**Routing congestion map**

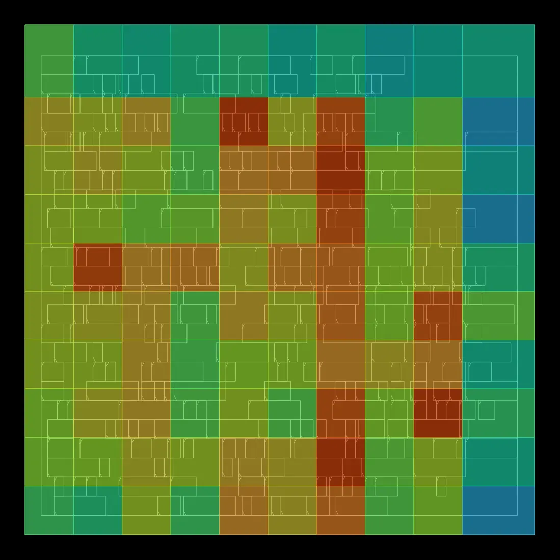
**PDN straps and rails**

Bar = 20 um. Pins as bars on the die edge.
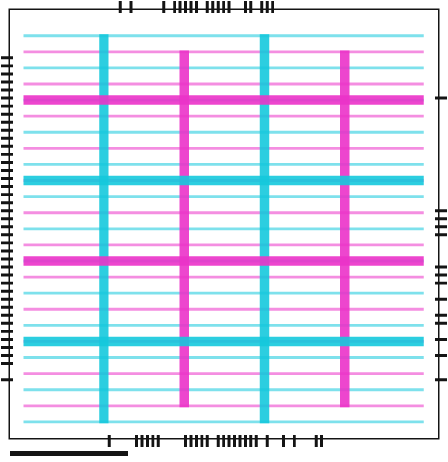
### src/rtl/apple_placer.sv
// apple_placer
//   Places the apple on a free cell. After reset and after every eaten apple
//   it samples a candidate from the free-running random generator. It rejects
//   the candidate if it lands on the snake head, or if the body occupancy
//   lookup reports a hit. It retries until a free cell is found.
//
// Ports
//   clk_25        system clock, rising edge
//   reset_game_n  synchronous active-low reset
//   random_x/y    candidate position from the random generator
//   head_x/y      current snake head
//   apple_eaten   single-cycle pulse from collision logic
//   query_valid   occupancy lookup request (held until query_done)
//   query_x/y     lookup position, equal to the registered candidate
//   query_done    lookup complete, qualified by query_valid
//   query_hit     candidate occupied, valid with query_done
//   apple_x/y     placed apple position
//   apple_valid   apple present and position stable
//   apple_count   apples eaten since reset, saturating
//   place_fail    one-cycle pulse after MAX_RETRY+1 consecutive rejections
module apple_placer #(
  parameter int POS_W     = 10,
  parameter int MAX_RETRY = 15,
  parameter int CNT_W     = 8
) (
  input  logic             clk_25,
  input  logic             reset_game_n,
  input  logic [POS_W-1:0] random_x,
  input  logic [POS_W-1:0] random_y,
  input  logic [POS_W-1:0] head_x,
  input  logic [POS_W-1:0] head_y,
  input  logic             apple_eaten,
  output logic             query_valid,
  output logic [POS_W-1:0] query_x,
  output logic [POS_W-1:0] query_y,
  input  logic             query_done,
  input  logic             query_hit,
  output logic [POS_W-1:0] apple_x,
  output logic [POS_W-1:0] apple_y,
  output logic             apple_valid,
  output logic [CNT_W-1:0] apple_count,
  output logic             place_fail
);

  localparam int RW = (MAX_RETRY > 0) ? $clog2(MAX_RETRY + 1) : 1;
  localparam logic [RW-1:0]    RMAX = RW'(MAX_RETRY);
  localparam logic [CNT_W-1:0] CMAX = '1;

  typedef enum logic [1:0] {SAMPLE, CHECK, QUERY, HOLD} state_t;

  state_t           state, state_nx;
  logic [POS_W-1:0] cand_x, cand_y, cand_x_nx, cand_y_nx;
  logic [POS_W-1:0] apple_x_nx, apple_y_nx;
  logic [RW-1:0]    retry_cnt, retry_cnt_nx;
  logic [CNT_W-1:0] apple_count_nx;
  logic             apple_valid_nx, query_valid_nx, place_fail_nx;
  logic             reject;

  // The lookup address is the candidate register itself. The candidate is
  // only rewritten in SAMPLE, so it stays stable while the query is pending.
  assign query_x = cand_x;
  assign query_y = cand_y;

  always_ff @(posedge clk_25) begin
    if (!reset_game_n) begin
      state       <= SAMPLE;
      cand_x      <= '0;
      cand_y      <= '0;
      apple_x     <= '0;
      apple_y     <= '0;
      apple_valid <= 1'b0;
      query_valid <= 1'b0;
      retry_cnt   <= '0;
      apple_count <= '0;
      place_fail  <= 1'b0;
    end else begin
      state       <= state_nx;
      cand_x      <= cand_x_nx;
      cand_y      <= cand_y_nx;
      apple_x     <= apple_x_nx;
      apple_y     <= apple_y_nx;
      apple_valid <= apple_valid_nx;
      query_valid <= query_valid_nx;
      retry_cnt   <= retry_cnt_nx;
      apple_count <= apple_count_nx;
      place_fail  <= place_fail_nx;
    end
  end

  always_comb begin
    state_nx       = state;
    cand_x_nx      = cand_x;
    cand_y_nx      = cand_y;
    apple_x_nx     = apple_x;
    apple_y_nx     = apple_y;
    apple_valid_nx = apple_valid;
    query_valid_nx = query_valid;
    retry_cnt_nx   = retry_cnt;
    apple_count_nx = apple_count;
    place_fail_nx  = 1'b0;
    reject         = 1'b0;

    case (state)
      SAMPLE: begin
        cand_x_nx = random_x;
        cand_y_nx = random_y;
        state_nx  = CHECK;
      end
      CHECK: begin
        // A head collision never reaches the occupancy memory.
        if (cand_x == head_x && cand_y == head_y) begin
          reject = 1'b1;
        end else begin
          query_valid_nx = 1'b1;
          state_nx       = QUERY;
        end
      end
      QUERY: begin
        if (query_valid && query_done) begin
          query_valid_nx = 1'b0;
          if (query_hit) begin
            reject = 1'b1;
          end else begin
            apple_x_nx     = cand_x;
            apple_y_nx     = cand_y;
            apple_valid_nx = 1'b1;
            retry_cnt_nx   = '0;
            state_nx       = HOLD;
          end
        end
      end
      HOLD: begin
        if (apple_eaten) begin
          apple_valid_nx = 1'b0;
          if (apple_count != CMAX) apple_count_nx = apple_count + CNT_W'(1);
          state_nx = SAMPLE;
        end
      end
      default: state_nx = SAMPLE;
    endcase

    // Retrying never stops. place_fail only reports a long run of rejections,
    // and the retry window then starts over.
    if (reject) begin
      state_nx = SAMPLE;
      if (retry_cnt == RMAX) begin
        place_fail_nx = 1'b1;
        retry_cnt_nx  = '0;
      end else begin
        retry_cnt_nx = retry_cnt + RW'(1);
      end
    end
  end

endmodule
### config.mk
export PLATFORM = sky130hd
export DESIGN_NAME = apple_placer
export DESIGN_NICKNAME = d
export VERILOG_FILES = /design/src/rtl/apple_placer.sv
export SDC_FILE = /design/constraint.sdc
export NUM_CORES = 1
export LEC_CHECK = 0
export CAP_MARGIN = 20
export CORE_MARGIN = 2
export CORE_UTILIZATION = 54
export CTS_BUF_LIST = sky130_fd_sc_hd__clkbuf_4
export CTS_CLUSTER_DIAMETER = 100
export DETAILED_ROUTE_END_ITERATION = 16
export DONT_BUFFER_PORTS = 1
export PLACE_DENSITY = 0.69
export SLEW_MARGIN = 40
export SYNTH_ARGS = -nofsm -noshare
export SYNTH_HDL_FRONTEND = slang
export SYNTH_SLANG_ARGS = --single-unit
### constraint.sdc
create_clock -name clk_25 -period 2.9 [get_ports clk_25]
set_clock_uncertainty 0.15 [all_clocks]
set_input_delay 0.87 -clock clk_25 [delete_from_list [all_inputs] [get_ports clk_25]]
set_output_delay 0.87 -clock clk_25 [all_outputs]
set_load 0.01 [all_outputs]
==> run_summary.xml <==
<?xml version="1.0" encoding="UTF-8"?>
<metrics>
  <group name="clock_tree">
    <metric name="ctsHtreeMaxLevel" unit="">3</metric>
    <metric name="cts_setup_buffers" unit="">0</metric>
    <metric name="cts_buffer_depth" unit="">2</metric>
  </group>
  <group name="setup_path">
    <metric name="crit_family" unit="">simple AND/OR/NAND/NOR gates</metric>
    <metric name="worstSetupPathDepth" unit="">7</metric>
    <metric name="cp_slowest_stage_delay" unit="ns">0.53</metric>
    <metric name="worst-r2r-setup-slack" unit="ns">0.54</metric>
    <metric name="reg2reg_to" unit="">retry_cnt[0]$_SDFFE_PN0P_</metric>
    <metric name="timing.critical_path.required" unit="ns">3.00</metric>
  </group>
  <group name="power">
    <metric name="clockPowerShare" unit="%">25.8</metric>
    <metric name="power.total" unit="mW">2.08</metric>
    <metric name="seq_pwr" unit="mW">1.05</metric>
    <metric name="cellPowerDensity" unit="nW/um2">774</metric>
    <metric name="comb_power_share" unit="%">23.8</metric>
    <metric name="power_frac_seq" unit="%">50.5</metric>
    <metric name="pg_comb" unit="uW">495</metric>
    <metric name="power.switching_fraction" unit="%">34.0</metric>
  </group>
  <group name="global_routing">
    <metric name="gr-usage-met1" unit="%">27.7</metric>
    <metric name="met2_usage" unit="%">34.4</metric>
    <metric name="grtUsageTotal" unit="%">22.8</metric>
    <metric name="largest_net_degree_at_the_start_of_global_routing" unit="">55</metric>
  </group>
  <group name="final_layout">
    <metric name="combAreaFraction" unit="%">48.8</metric>
    <metric name="count_of_sequential_standard_cells" unit="">57</metric>
    <metric name="seq_share" unit="%">42.4</metric>
    <metric name="area_dominant_class" unit="">logic gates</metric>
    <metric name="layout_top_cell_excl_fill_tap" unit="">sky130_fd_sc_hd__dfxtp_1</metric>
    <metric name="final_net_count" unit="">338</metric>
    <metric name="n_antenna_cell" unit="">0</metric>
    <metric name="finish.cell_count_without_fillers" unit="">343</metric>
    <metric name="post_route_cells_drive_above_1_share" unit="%">9.62</metric>
    <metric name="fillCellCount" unit="">401</metric>
    <metric name="multi_input_comb_cells" unit="">209</metric>
    <metric name="clock_tree_area_fraction" unit="%">4.60</metric>
  </group>
  <group name="detailed_routing">
    <metric name="route.top_layer_used" unit="">met4</metric>
    <metric name="antenna_violating_nets_post_route" unit="">0</metric>
    <metric name="drt_pass1_iterations" unit="">5</metric>
    <metric name="ratio_of_routed_vias_to_standard_cells" unit="">5.66</metric>
    <metric name="detail_route.wirelength" unit="mm">5.47</metric>
    <metric name="dr.first_iter.drc_count" unit="">114</metric>
  </group>
  <group name="placement">
    <metric name="dp_slack" unit="ns">0.219</metric>
    <metric name="post-dp-hpwl" unit="mm">3.89</metric>
  </group>
  <group name="worst_hold_path">
    <metric name="timing.hold.worst.start" unit="">apple_x[9]$_SDFFE_PN0P_</metric>
    <metric name="worst_hold_path.num_cells" unit="">2</metric>
  </group>
  <group name="floorplanning">
    <metric name="floorplan.tapcells" unit="">52</metric>
    <metric name="top_level_ports" unit="">96</metric>
    <metric name="floorplan.initialDensity" unit="%">57.1</metric>
    <metric name="horizontal_die_dimension" unit="um">72.3</metric>
  </group>
  <group name="synthesis">
    <metric name="yosys-top-cells-area" unit="">sky130_fd_sc_hd__dfxtp_1 (45%), sky130_fd_sc_hd__mux2i_1 (8.3%), sky130_fd_sc_hd__nand2_1 (7.6%)</metric>
    <metric name="synth.yosys.warnings" unit="">0</metric>
    <metric name="ys_top_cells_by_count" unit="">sky130_fd_sc_hd__dfxtp_1 (57), sky130_fd_sc_hd__nand2_1 (51), sky130_fd_sc_hd__a21oi_1 (29)</metric>
    <metric name="asyncSetResetFlopFracSynth" unit="%">0</metric>
    <metric name="yosys.area.top_type" unit="">sky130_fd_sc_hd__dfxtp_1</metric>
    <metric name="post-synth-top-area-fraction" unit="%">45.2</metric>
    <metric name="leading_register_cell_type_out_of_synthesis" unit="">sky130_fd_sc_hd__dfxtp_1</metric>
    <metric name="synth.most_common_cell" unit="">sky130_fd_sc_hd__dfxtp_1</metric>
    <metric name="synth.logic.top_family" unit="">simple AND/OR/NAND/NOR gates</metric>
  </group>
  <group name="sta">
    <metric name="max_slew.worst_pin.slew" unit="ns">0.534</metric>
    <metric name="timing.setup.tns" unit="ns">0</metric>
    <metric name="period_minus_slack" unit="ns">2.36</metric>
    <metric name="timing.final.setup_violations" unit="">0</metric>
    <metric name="timing.final.ws_setup" unit="ns">0.541</metric>
  </group>
  <group name="outcome">
    <metric name="run_status" unit="">finished, final reports clean</metric>
  </group>
  <group name="run">
    <metric name="drv_cap" unit="">0</metric>
  </group>
</metrics>
-- 'routing congestion map' (at the start) --
busiest grt layer: met2
global-route met3 utilization: 11.4%

-- 'PDN straps and rails' (at the start) --
VSS: drawn in cyan. VDD: drawn in magenta.
25 met1 rails follow the rows. 96 signal pins sit on the boundary. 4 straps on met4. The core has 24 rows. 4 straps on met5.

Power and IR drop assume default switching activity.
